### src/rtl/iobus_ctrl.sv
// Bridges the OTTER memory stage to the shared IO bus: posted writes drain
// through a small FIFO ahead of reads, and stalled bus cycles are aborted after TIMEOUT.
module iobus_ctrl #(
  parameter int DEPTH   = 4,
  parameter int TIMEOUT = 255
) (
  input  logic        CLK,
  input  logic        RST,
  input  logic        CPU_WR,
  input  logic        CPU_RD,
  input  logic [31:0] CPU_ADDR,
  input  logic [31:0] CPU_WDATA,
  output logic [31:0] CPU_RDATA,
  output logic        CPU_STALL,
  output logic        CPU_ERR,
  output logic [31:0] IOBUS_ADDR,
  output logic [31:0] IOBUS_OUT,
  output logic        IOBUS_WR,
  output logic        IOBUS_RD,
  input  logic [31:0] IOBUS_IN,
  input  logic        IOBUS_ACK
);

  localparam int AW = $clog2(DEPTH);
  localparam int CW = AW + 1;
  localparam int TW = $clog2(TIMEOUT + 1);
  localparam logic [CW-1:0] FULL     = CW'(DEPTH);
  localparam logic [TW-1:0] TMO_LAST = TW'(TIMEOUT - 1);

  // IDLE: pick next job | WR: post FIFO head | RD: load in flight | RESP: release stalled load
  typedef enum logic [1:0] {IDLE, WR, RD, RESP} state_t;

  state_t        state;
  logic [31:0]   mem_addr [DEPTH];
  logic [31:0]   mem_data [DEPTH];
  logic [AW-1:0] rd_ptr;
  logic [AW-1:0] wr_ptr;
  logic [CW-1:0] count;
  logic [TW-1:0] tmo_cnt;
  logic          push;
  logic          pop;
  logic          tmo_hit;
  logic          rd_done;

  assign rd_done   = (state == RESP);
  assign CPU_STALL = (CPU_WR && (count == FULL)) || (CPU_RD && !CPU_WR && !rd_done);
  assign push      = CPU_WR && (count != FULL);
  assign tmo_hit   = (tmo_cnt == TMO_LAST) && !IOBUS_ACK;
  assign pop       = (state == WR) && (IOBUS_ACK || tmo_hit);

  assign IOBUS_ADDR = IOBUS_WR ? mem_addr[rd_ptr] : (IOBUS_RD ? CPU_ADDR : 32'h0);
  assign IOBUS_OUT  = IOBUS_WR ? mem_data[rd_ptr] : 32'h0;

  always_ff @(posedge CLK) begin
    if (RST && push) begin
      mem_addr[wr_ptr] <= CPU_ADDR;
      mem_data[wr_ptr] <= CPU_WDATA;
    end
  end

  always_ff @(posedge CLK) begin
    if (!RST) begin
      state     <= IDLE;
      rd_ptr    <= '0;
      wr_ptr    <= '0;
      count     <= '0;
      tmo_cnt   <= '0;
      CPU_RDATA <= 32'h0;
      CPU_ERR   <= 1'b0;
      IOBUS_WR  <= 1'b0;
      IOBUS_RD  <= 1'b0;
    end else begin
      CPU_ERR <= 1'b0;
      if (push) wr_ptr <= wr_ptr + 1'b1;
      if (pop)  rd_ptr <= rd_ptr + 1'b1;
      if (push && !pop)      count <= count + 1'b1;
      else if (!push && pop) count <= count - 1'b1;

      case (state)
        IDLE: begin
          // WR/RD are only entered from here, so this is the clear-on-entry
          tmo_cnt <= '0;
          if (count != '0) begin
            state    <= WR;
            IOBUS_WR <= 1'b1;
          end else if (CPU_RD && !CPU_WR) begin
            state    <= RD;
            IOBUS_RD <= 1'b1;
          end
        end
        WR: begin
          if (IOBUS_ACK || tmo_hit) begin
            state    <= IDLE;
            IOBUS_WR <= 1'b0;
            CPU_ERR  <= tmo_hit;
          end else begin
            tmo_cnt <= tmo_cnt + 1'b1;
          end
        end
        RD: begin
          if (IOBUS_ACK) begin
            CPU_RDATA <= IOBUS_IN;
            state     <= RESP;
            IOBUS_RD  <= 1'b0;
          end else if (tmo_hit) begin
            CPU_RDATA <= 32'hDEADBEEF;
            CPU_ERR   <= 1'b1;
            state     <= RESP;
            IOBUS_RD  <= 1'b0;
          end else begin
            tmo_cnt <= tmo_cnt + 1'b1;
          end
        end
        RESP:    state <= IDLE;
        default: state <= IDLE;
      endcase
    end
  end

endmodule

### config.mk
export PLATFORM = sky130hd
export DESIGN_NAME = iobus_ctrl
export DESIGN_NICKNAME = d
export VERILOG_FILES = /design/src/rtl/iobus_ctrl.sv
export SDC_FILE = /design/constraint.sdc
export NUM_CORES = 1
export LEC_CHECK = 0
export ABC_AREA = 1
export CAP_MARGIN = 20
export CORE_UTILIZATION = 58
export CTS_CLUSTER_DIAMETER = 50
export DETAILED_ROUTE_END_ITERATION = 10
export MAX_ROUTING_LAYER = met4
export PLACE_DENSITY = 0.92
export SLEW_MARGIN = 25
export SYNTH_ARGS = -nofsm -noshare
export SYNTH_HDL_FRONTEND = slang
export SYNTH_SLANG_ARGS = --single-unit
### constraint.sdc
create_clock -name CLK -period 8.2 [get_ports CLK]
set_input_delay 1.64 -clock CLK [delete_from_list [all_inputs] [get_ports CLK]]
set_output_delay 1.64 -clock CLK [all_outputs]
set_load 0.02 [all_outputs]
cell_density.png
Scale: 2 px per µm. 15 x 15 tiles, from dark purple (low) to yellow (high), 0 to 100% covered.
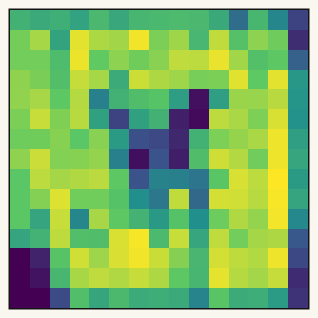
mean over tiles	69%
emptiest ninth of the die	center
fullest tile	100%
tiles over 75% full	51%
nearly empty tiles	1.8%
Core ar.: 21100 µm²
Post-Route Utilization: 74.4%
Initial Utilization: 59.5%

flops_by_reg.png
Scale: 2 px per µm. Other sequential cells in the stronger gray, the rest of the logic in the fainter gray.
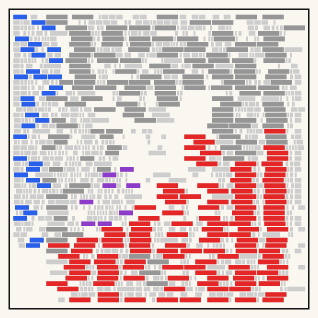
netlist name	color	placed flops
tmo_cnt	purple	8
CPU_RDATA	blue	32
mem_data	red	128
not colored	142
sequential share of cell area: 55.9%
Flop area: 8770 µm²
P_seq: 1910 µW

==> impl_metrics.py <==
# Physical implementation metrics
metrics = {
    "critical_path": {
        "slowest_stage": "clkinv_2",
        "crit_type": "reg2out",
        "worstReg2RegStart": "count[0]",
        "path_max_fanout": 73,
        "max_stage_delay_ns": 0.86,
        "end_kind": "primary output",
        "worstPathArrival_ns": 3.90,
        "r2r.worst_path.cells": 7,
        "timing.rr.end": "mem_addr[0][16]",
        "worstPathBufferInverterCount": 3,
        "crit_chain": "clkinv_2 > buf_4 > nand2_1 > nand3_1 > a32o_1 > clkdlybuf4s50_1",
        "required_ns": 6.56,
    },
    "final_timing": {
        "hold_viol": 0,
        "skew_ns": 0.0142,
        "period_used_pct": 67.5,
        "rsz0062_at_grt": "false",
        "tightest_slew_ns": 0.949,
        "post-route-min-period_ns": 5.54,
        "finalSetupTns_ns": 0,
        "holdWs_ns": 0.450,
        "relSlewSlack_pct": 36.6,
        "setup_violations": 0,
    },
    "die": {
        "fp.dieW_um": 149,
        "rows": 53,
        "die_h_um": 149,
        "ios": 201,
        "dieArea_um2": 22200,
    },
    "place": {
        "dp_hpwl_um": 16600,
        "dp_worst_setup_slack_ns": 3.19,
        "place_congestion": 0.883,
        "portBuffers": 200,
    },
    "route": {
        "ant_nets": 0,
        "num_vias": 8827,
        "drt-pass1-iter-count": 6,
        "drt-initial-drc-count": 714,
        "viasPerCell": 5.62,
        "drc": 0,
        "wirelength_um": 28400,
        "wl_per_cell_um": 18.1,
    },
    "clocking": {
        "hold_buffers": 0,
        "clkLatencyLatePin_ns": 0.54,
        "clockRootBuffer": "clkbuf_16",
        "htreeDepth": 1,
        "clk_pin_slew_ns": 0.06,
        "cts_buffers": 30,
        "ctsResizeCount": 0,
        "cts_tree": "done",
        "clockBufferDepth": 3,
    },
    "layout": {
        "syn_to_final_growth_pct": 25.2,
        "fin_nets": 1387,
        "final_layout_size_suffix_gt1_share_pct": 6.17,
        "layout_top_cells": "edfxtp_1, clkdlybuf4s50_1, nand2_1",
        "combGateArea_um2": 3280,
        "final_common_cell": "edfxtp_1",
        "fillers": 1324,
    },
    "worst_hold_path": {
        "whs_endpoint": "CPU_RDATA[28]",
        "min_path_type": "reg2reg",
    },
    "logic_synthesis": {
        "ys_warn_count": 0,
        "synthDistinctLibCells": 29,
        "synthFlopType": "edfxtp_1",
        "synth-edff-count": 256,
        "synth_flops": 310,
        "ys_area_um2": 12500,
        "ys_cells": 1090,
        "syn_area_um2": 12500,
        "yosysSeqAreaShare_pct": 69.9,
        "synth.net_count": 1205,
        "avgSynthCellArea_um2": 11.5,
        "synthCells": 1090,
        "synthArstFlopShare_pct": 0,
    },
    "power": {
        "ir_drop_uv": 230,
        "power_density_nw_per_um2": 272,
        "comb_power_share_pct": 23.4,
        "seq_power_share_pct": 44.7,
        "p_sw_share_pct": 28.9,
        "power_leakage_uw": 0.00547,
        "p_clk_share_pct": 31.9,
    },
    "grt": {
        "grt_max_degree": 74,
        "top_usage_layer": "met2",
        "met1_usage_pct": 31.7,
        "met3_usage_pct": 3.94,
        "grtUsageMet2_pct": 45.9,
        "antenna_found_initial": 0,
        "grt_pass1_vias": 8875,
        "grt_pass1_wl_um": 44000,
        "grt_usage_pct": 26.5,
    },
    "status": {
        "status": "completed",
    },
    "flow_run": {
        "cap_violations": 0,
        "warnings": 35,
    },
}
logic_types.png
Scale: 3 px per µm.
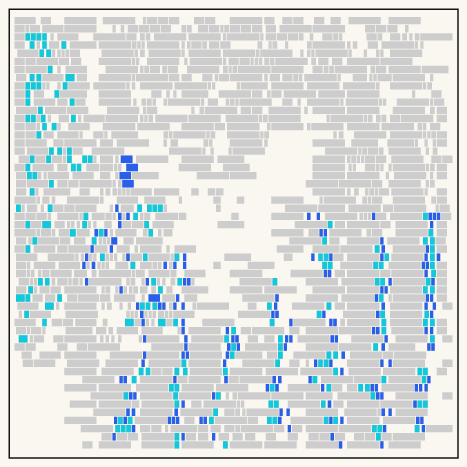
family	color	cells	most used
inverting AOI/OAI gates	cyan	181	o21ai_0
NOR gates	blue	165	nor2_1

io_fan.png
Scale: 2 px per µm.
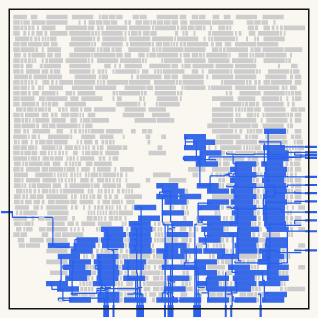
port	color	direction	end cells	buffers	wire
CPU_WDATA	blue	input	128	32	1770 µm

==> synth_stat cells (all sizes together) (13+ instances only) <==
| cell | number | area [µm²] |
|---|---|---|
| o21ai | 101 | 505 |
| nor2 | 165 | 627 |
| ha | 13 | 163 |
| nand2 | 188 | 759 |
| clkbuf | 20 | 75.1 |
| buf | 42 | 236 |
| dfxtp | 54 | 1080 |
| edfxtp | 256 | 7690 |
| nand3 | 71 | 355 |
| a32o | 32 | 320 |
| a21oi | 78 | 413 |
| inv | 58 | 218 |
==> cell type report <==
type / count / area share (%)
sequential: 310 / 55.9
multi-input combinational: 660 / 20.9
timing repair buffer: 212 / 13.3
clock buffer: 40 / 5.29
tap: 275 / 2.19
inverter: 58 / 1.40
clock inverter: 16 / 1.03
==> per-stage QoR <==
step,instance area [µm²],instances
floorplan,12500,1090
global placement,14700,1515
detailed placement,14700,1515
CTS,15700,1571
global route,15700,1571
finish,15700,1571
==> sequential cells by signal, summed over array words and instances, names as in the netlist, named ones only <==
name,count
CPU_RDATA,32
count,3
tmo_cnt,8
IOBUS_WR,1
rd_ptr,2
state,2
CPU_ERR,1
IOBUS_RD,1
mem_addr,128
wr_ptr,2
mem_data,128
==> worst max path at each step <==
stage	start	to	slack, ns	cells past startpoint
2_1_floorplan	RST	mem_addr[0][0]	3.05	3
3_3_place_gp	flip-flop	IOBUS_ADDR[14]	3.26	6
3_5_place_dp	flip-flop	IOBUS_ADDR[30]	3.19	6
4_1_cts	flip-flop	IOBUS_ADDR[6]	2.60	6
5_1_grt	flip-flop	IOBUS_ADDR[6]	2.40	6
6_report	flip-flop	IOBUS_ADDR[6]	2.66	6
==> kinds of logic (layout without fill, tap and decap cells) <==
family,count (synthesis),count (layout),share of synthesized area (%)
simple gates,430,430,14.2
flops,310,310,69.9
compound gates,214,214,10.1
buf+inv,120,326,4.22
fa+ha+maj,14,14,1.46
xor+xnor,2,2,0.140
==> metal layers <==
layer  vias up  share of wire, %
met5         -                 0
met4         0               2.7
met3        66               8.3
met2       439                50
met1      4142                39
li1       4180                 -
==> power groups by stage <==
stage / sequential [µW] / clock, µW / combinational (µW)
after CTS: 1910 / 1370 / 999
after global placement: 1930 / 0 / 963
after floorplan: 1950 / 0 / 571
after global routing: 1920 / 1440 / 1080
after detailed placement: 1940 / 0 / 990
final: 1910 / 1360 / 998
==> worst min-delay path: cells and delay by family, from the launching register on <==
family | cells | cell delay [ns]
AND-OR/OR-AND | 1 | 0.05
flip-flops | 1 | 0.31
buffers and inverters | 1 | 0.05
Power and IR drop assume default switching activity.
